--- src/rtl/block_scan_scheduler.sv ---
// Raster-order block sequencer for the 8x8 (u,v) index counter: one 64-index scan per block.
// Define SCHED_STALL_CNT_EN to add the 16-bit saturating o_stall_cycles output.
module block_scan_scheduler #(
  parameter int BLKS_X = 80,
  parameter int BLKS_Y = 60,
  parameter int XW     = 7,
  parameter int YW     = 6
) (
  input  logic          i_clk,
  input  logic          i_rst_n,
  input  logic          i_start,
  input  logic          i_abort,
  input  logic          i_src_ready,
  input  logic          i_dst_ready,
  input  logic          i_cnt_done,
  output logic          o_cnt_go,
  output logic          o_cnt_restart,
  output logic          o_src_release,
  output logic [XW-1:0] o_blk_x,
  output logic [YW-1:0] o_blk_y,
  output logic          o_busy,
`ifdef SCHED_STALL_CNT_EN
  output logic [15:0]   o_stall_cycles,
`endif
  output logic          o_frame_done
);

  typedef enum logic [2:0] {
    ST_IDLE    = 3'd0,
    ST_RESTART = 3'd1,
    ST_WAIT    = 3'd2,
    ST_SCAN    = 3'd3,
    ST_RELEASE = 3'd4,
    ST_DONE    = 3'd5
  } state_t;

  localparam logic [XW-1:0] X_LAST = XW'(BLKS_X - 1);
  localparam logic [YW-1:0] Y_LAST = YW'(BLKS_Y - 1);

  state_t        r_state;
  state_t        w_state_next;
  logic [XW-1:0] r_blk_x;
  logic [XW-1:0] w_blk_x_next;
  logic [YW-1:0] r_blk_y;
  logic [YW-1:0] w_blk_y_next;
  logic          w_start_accept;
  logic          w_last_blk;
  logic          w_cnt_go;

  assign w_start_accept = (r_state == ST_IDLE) && i_start;
  assign w_last_blk     = (r_blk_x == X_LAST) && (r_blk_y == Y_LAST);
  // The only combinational output path: the scan freezes the same cycle dst_ready drops.
  assign w_cnt_go       = (r_state == ST_SCAN) && i_dst_ready;

  always_ff @(posedge i_clk or negedge i_rst_n) begin
    if (!i_rst_n) begin
      r_state <= ST_IDLE;
      r_blk_x <= '0;
      r_blk_y <= '0;
    end else begin
      r_state <= w_state_next;
      r_blk_x <= w_blk_x_next;
      r_blk_y <= w_blk_y_next;
    end
  end

  always_comb begin
    w_state_next = r_state;
    w_blk_x_next = r_blk_x;
    w_blk_y_next = r_blk_y;
    // Abort outranks everything except a start accepted in IDLE.
    if ((r_state != ST_IDLE) && i_abort) begin
      w_state_next = ST_IDLE;
      w_blk_x_next = '0;
      w_blk_y_next = '0;
    end else begin
      unique case (r_state)
        ST_IDLE: begin
          if (w_start_accept) begin
            w_state_next = ST_RESTART;
            w_blk_x_next = '0;
            w_blk_y_next = '0;
          end
        end
        ST_RESTART: begin
          w_state_next = ST_WAIT;
        end
        ST_WAIT: begin
          if (i_src_ready && i_dst_ready) begin
            w_state_next = ST_SCAN;
          end
        end
        ST_SCAN: begin
          if (w_cnt_go && i_cnt_done) begin
            w_state_next = ST_RELEASE;
          end
        end
        ST_RELEASE: begin
          if (w_last_blk) begin
            w_state_next = ST_DONE;
          end else begin
            w_state_next = ST_RESTART;
            if (r_blk_x == X_LAST) begin
              w_blk_x_next = '0;
              w_blk_y_next = r_blk_y + YW'(1);
            end else begin
              w_blk_x_next = r_blk_x + XW'(1);
            end
          end
        end
        ST_DONE: begin
          w_state_next = ST_IDLE;
        end
        default: begin
          w_state_next = ST_IDLE;
        end
      endcase
    end
  end

  assign o_cnt_go      = w_cnt_go;
  assign o_cnt_restart = (r_state == ST_RESTART);
  assign o_src_release = (r_state == ST_RELEASE);
  assign o_frame_done  = (r_state == ST_DONE);
  assign o_busy        = (r_state != ST_IDLE);
  assign o_blk_x       = r_blk_x;
  assign o_blk_y       = r_blk_y;

`ifdef SCHED_STALL_CNT_EN
  logic [15:0] r_stall_cycles;
  logic        w_stall_event;

  assign w_stall_event = ((r_state == ST_WAIT) && !(i_src_ready && i_dst_ready)) ||
                         ((r_state == ST_SCAN) && !i_dst_ready);

  always_ff @(posedge i_clk or negedge i_rst_n) begin
    if (!i_rst_n) begin
      r_stall_cycles <= '0;
    end else if (w_start_accept) begin
      r_stall_cycles <= '0;
    end else if (w_stall_event && (r_stall_cycles != 16'hFFFF)) begin
      r_stall_cycles <= r_stall_cycles + 16'd1;
    end
  end

  assign o_stall_cycles = r_stall_cycles;
`endif

endmodule

--- config.mk ---
export PLATFORM = sky130hd
export DESIGN_NAME = block_scan_scheduler
export DESIGN_NICKNAME = d
export VERILOG_FILES = /design/src/rtl/block_scan_scheduler.sv
export SDC_FILE = /design/constraint.sdc
export NUM_CORES = 1
export LEC_CHECK = 0
export CAP_MARGIN = 20
export CORE_AREA = 2 2 50 52
export CTS_CLUSTER_SIZE = 20
export DETAILED_ROUTE_END_ITERATION = 10
export DIE_AREA = 0 0 52 54
export GPL_TIMING_DRIVEN = 1
export PLACE_DENSITY = 0.83
export SYNTH_ARGS = -nofsm -noshare
export SYNTH_HDL_FRONTEND = slang
export SYNTH_SLANG_ARGS = --single-unit
export TNS_END_PERCENT = 20
--- constraint.sdc ---
create_clock -name i_clk -period 2 [get_ports i_clk]
set_input_delay 0.3 -clock i_clk [delete_from_list [all_inputs] [get_ports i_clk]]
set_output_delay 0.3 -clock i_clk [all_outputs]
set_load 0.005 [all_outputs]
Fig. 1: run 1, placement density heat map
The bar under the picture is 20 µm long. 10 x 11 tiles, from dark blue (low) to red (high), 0 to 100% covered.
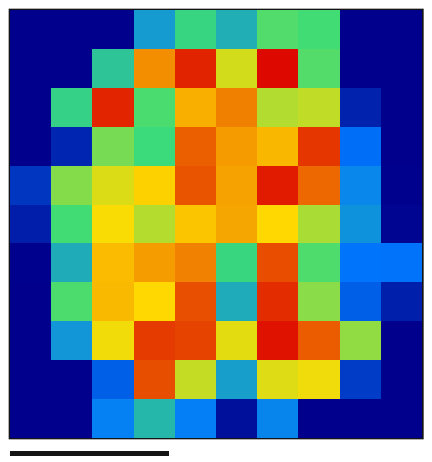
fullest tile = 99%
mean over tiles = 45%
nearly empty tiles = 25%
densest ninth of the die = centre

Fig. 2: run 1, drive-strength map
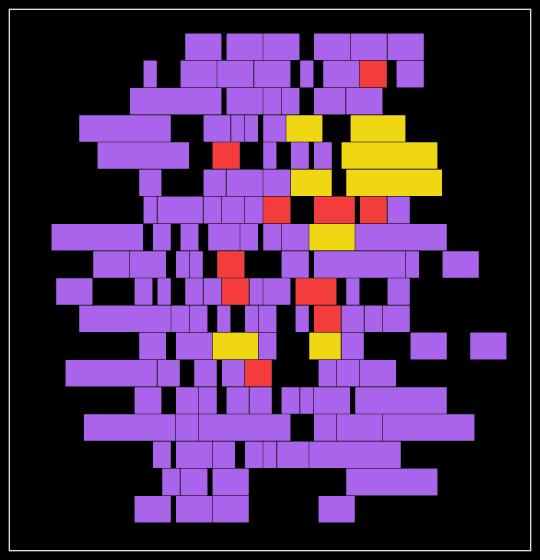
purple -> drive 1 or less  # cells 116, share 87%
yellow -> drive 2  # cells 8, share 6.0%
red -> drive 3 to 4  # cells 10, share 7.5%

Fig. 3: run 1, routing congestion
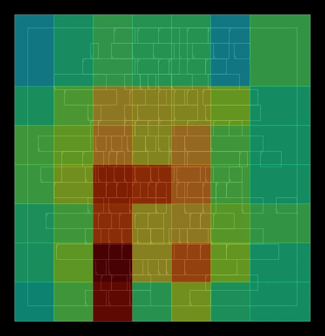
routed length per instance: 14.5 µm
met1 usage: 26.6%
met2 GRT Util: 30.4%

Fig. 4: run 1, metal 2
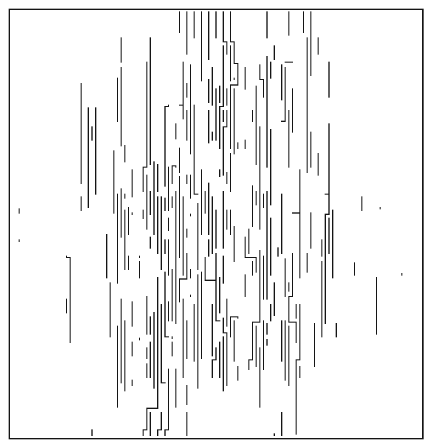
longest straight run = 17.0 µm
share of all routed wire = 48%

run 1: worst reg2reg max path: stages (launching register included):
cell	delay (ns)
dfrtp_2	0.49
or4b_1	0.63
buf_4	0.20
or3_1	0.35
o21ai_1	0.08
run 1: power by group through the flow:
stage | sequential [mW] | combinational, mW | clock, mW
2_1_floorplan | 0.341 | 0.0801 | 0
3_3_place_gp | 0.358 | 0.125 | 0
3_5_place_dp | 0.359 | 0.127 | 0
4_1_cts | 0.353 | 0.128 | 0.168
5_1_grt | 0.363 | 0.146 | 0.184
6_report | 0.359 | 0.131 | 0.164
run 1: sequential cells by signal, indices dropped and copies added, names as in the netlist:
| name | cells |
|---|---|
| o_blk_y | 6 |
| r_state | 3 |
| o_blk_x | 7 |
==> flow_metrics.py, run 1 <==
# Generated from Yosys and OpenROAD reports
metrics = {
    "synthesis": {
        "avgSynthCellArea_um2": 9.04,
        "async_flop_share_pct": 100,
        "synth_top_flop_cell": "dfrtp_1",
        "edf_count": 0,
        "synthAoiAreaFrac_pct": 22.1,
        "simple_gate_share_pct": 29.0,
        "fp_nets": 117,
        "synth_stat.cells": 108,
    },
    "critical_path": {
        "timing.rr.start": "r_state[1]$_DFFE_PN0P_",
        "critPathArrivalTime_ns": 1.63,
        "cp_top_family": "flip-flops",
        "critPathRequiredTime_ns": 1.70,
        "crit_start": "r_state[2]$_DFFE_PN0P_",
    },
    "clock_network": {
        "cts_buffer_depth": 2,
        "path_clk_slew_ns": 0.09,
        "clock_sinks": 16,
        "root_buffer": "clkbuf_4",
        "cts_setup_buffers": 0,
        "cts_buffers": 3,
    },
    "grt": {
        "grt_pass1_wl_um": 4010,
        "grt_pass1_vias": 879,
        "grt_start_max_net_pins": 17,
        "grt_usage_pct": 19.4,
    },
    "routing": {
        "firstDrtPassIters": 4,
        "drt-initial-drc-count": 24,
    },
    "timing": {
        "final_max_slew_viol_count": 0,
    },
    "pwr": {
        "p_leak_nw": 0.533,
        "power.switching_uw": 180,
    },
    "status": {
        "status": "complete, no violations",
    },
    "finish": {
        "fin_area_um2": 1300,
        "final-comb-area_um2": 541,
        "flop_area_um2": 403,
        "inverters": 4,
    },
}
--- run 2 (diff from run 1) ---
ABC_AREA = 1   (was not set)
CORE_AREA = 2 2 52 54   (was 2 2 50 52)
DIE_AREA = 0 0 54 56   (was 0 0 52 54)
PLACE_DENSITY = 0.82   (was 0.83)
==> run 2 against run 1 <==
Clock skew grew 0.0085 ns. Die area grew 7.7%. Non-clock buffer count shrank 1. Wire length shrank 3.5%. Global-route usage shrank 3.1 points. Sequential power grew 11%. Critical path depth grew 2. Sequential share of layout area shrank 2.8 points. Cell area grew 9.3%. Largest cell class unchanged.
==> flow_metrics.py, run 2 <==
# Generated from Yosys and OpenROAD reports
metrics = {
    "place": {
        "numPortBuffers": 24,
    },
    "finish": {
        "final-comb-area_um2": 608,
        "largest_reg_flops": 7,
        "fin_area_um2": 1420,
        "layout.cells.most_common": "nand2_1",
        "flop_area_um2": 400,
    },
    "pwr": {
        "power.switching_uw": 428,
        "power_density_nw_per_um2": 789,
        "pwr.group.sequential_uw": 399,
        "comb_cell_power_uw": 503,
        "p_leak_nw": 0.670,
        "internal-power_uw": 690,
        "p_clk_uw": 216,
        "maxPowerGroup": "combinational cells",
    },
    "clock_network": {
        "cts_buffers": 3,
        "clock_sinks": 16,
        "path_clk_slew_ns": 0.10,
        "cts_tree": "done",
        "cts_buffer_depth": 2,
        "root_buffer": "clkbuf_4",
    },
    "status": {
        "status": "complete, no violations",
    },
    "synthesis": {
        "common_cells": "nand2_1, nor2_1, dfrtp_1",
        "fp_nets": 152,
        "synth_stat.cells": 143,
        "synth_top_flop_cell": "dfrtp_1",
        "edf_count": 0,
        "ys_warn_count": 0,
        "avgSynthCellArea_um2": 7.50,
        "async_flop_share_pct": 100,
    },
    "timing": {
        "worst_pin_slew_ns": 0.306,
        "final_max_slew_viol_count": 0,
        "rsz0062_at_grt": "false",
        "finalSetupViolCount": 0,
    },
    "grt": {
        "gr-usage-met1_pct": 22.3,
        "met2_usage_pct": 26.5,
        "grt_start_max_net_pins": 17,
        "grt_pass1_wl_um": 3760,
    },
    "critical_path": {
        "crit_start": "r_state[2]$_DFFE_PN0P_",
        "cp_top_family": "buffers and inverters",
        "crit_cells": 4,
        "critPathRequiredTime_ns": 1.70,
        "slowest_delay_ns": 0.51,
        "critPathArrivalTime_ns": 1.62,
    },
    "routing": {
        "drt-initial-drc-count": 16,
        "drc": 0,
        "firstDrtPassIters": 4,
    },
}
run 2: cell count changes in the layout (fill, tap and decap cells not counted), sizes merged, moves of 4 or more:
cell | previous run | this run
or3 | 4 | 0
a21oi | 8 | 2
nand3 | 5 | 16
xor2 | 0 | 4
nand2 | 9 | 43
inv | 4 | 17
nor2 | 5 | 22
a31oi | 4 | 0
run 2: cells by family (layout without fill, tap and decap cells):
| family | count (synthesis) | count (layout) | synth area share (%) |
|---|---|---|---|
| buffers and inverters | 17 | 49 | 5.95 |
| DFF | 16 | 16 | 37.3 |
| AOI/OAI and AO/OA | 15 | 15 | 9.22 |
| and+or+nand+nor | 88 | 88 | 41.1 |
| xor gates and xnor gates | 5 | 5 | 4.08 |
| adders and majority gates | 2 | 2 | 2.33 |
Fig. 5: run 2, the metal 1 layer
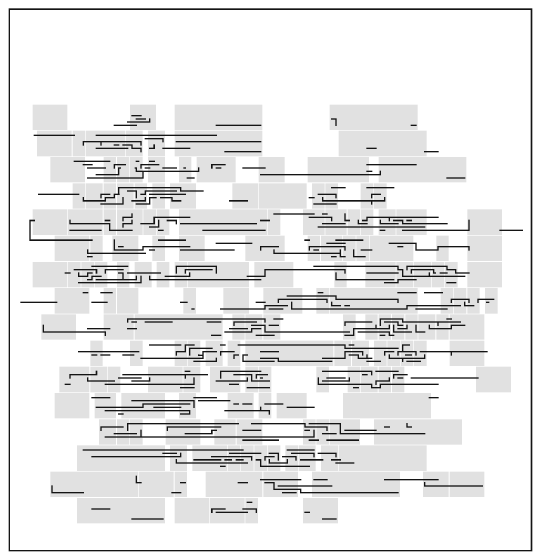
nets with wire on the layer = 156
share of all routed wire = 46%
main direction = horizontal
longest straight run = 21.6 µm
wire length on this layer = 1050 µm

Fig. 6: run 2, drive-strength map
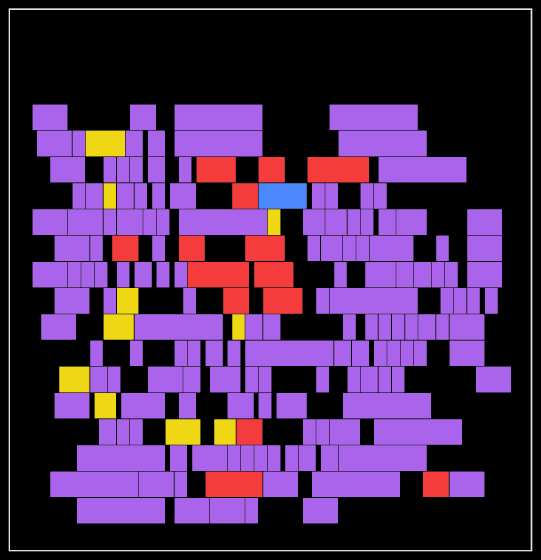
yellow -> drive 2  # cells 10, share 5.7%
purple -> drive 1 or less  # cells 150, share 86%
blue -> drive 6 and up  # cells 1, share 0.57%
red -> drive 3 to 4  # cells 14, share 8.0%

Fig. 7: run 2, placement density heat map
The bar under the picture is 20 µm long. 11 x 11 tiles, from dark blue (low) to red (high), 0 to 100% covered.
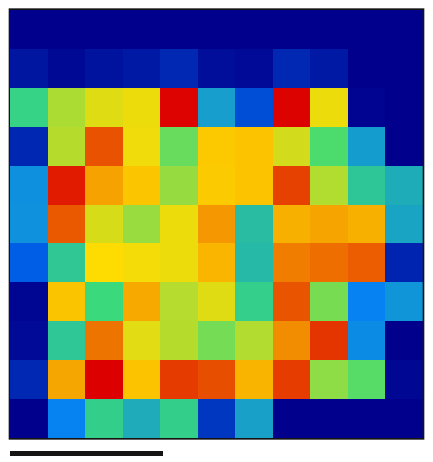
post-layout util: 58.2%
Core Area: 2430 µm²
floorplan utilization: 44.1%

No activity file was given, so power comes from the tool's default toggle rates.
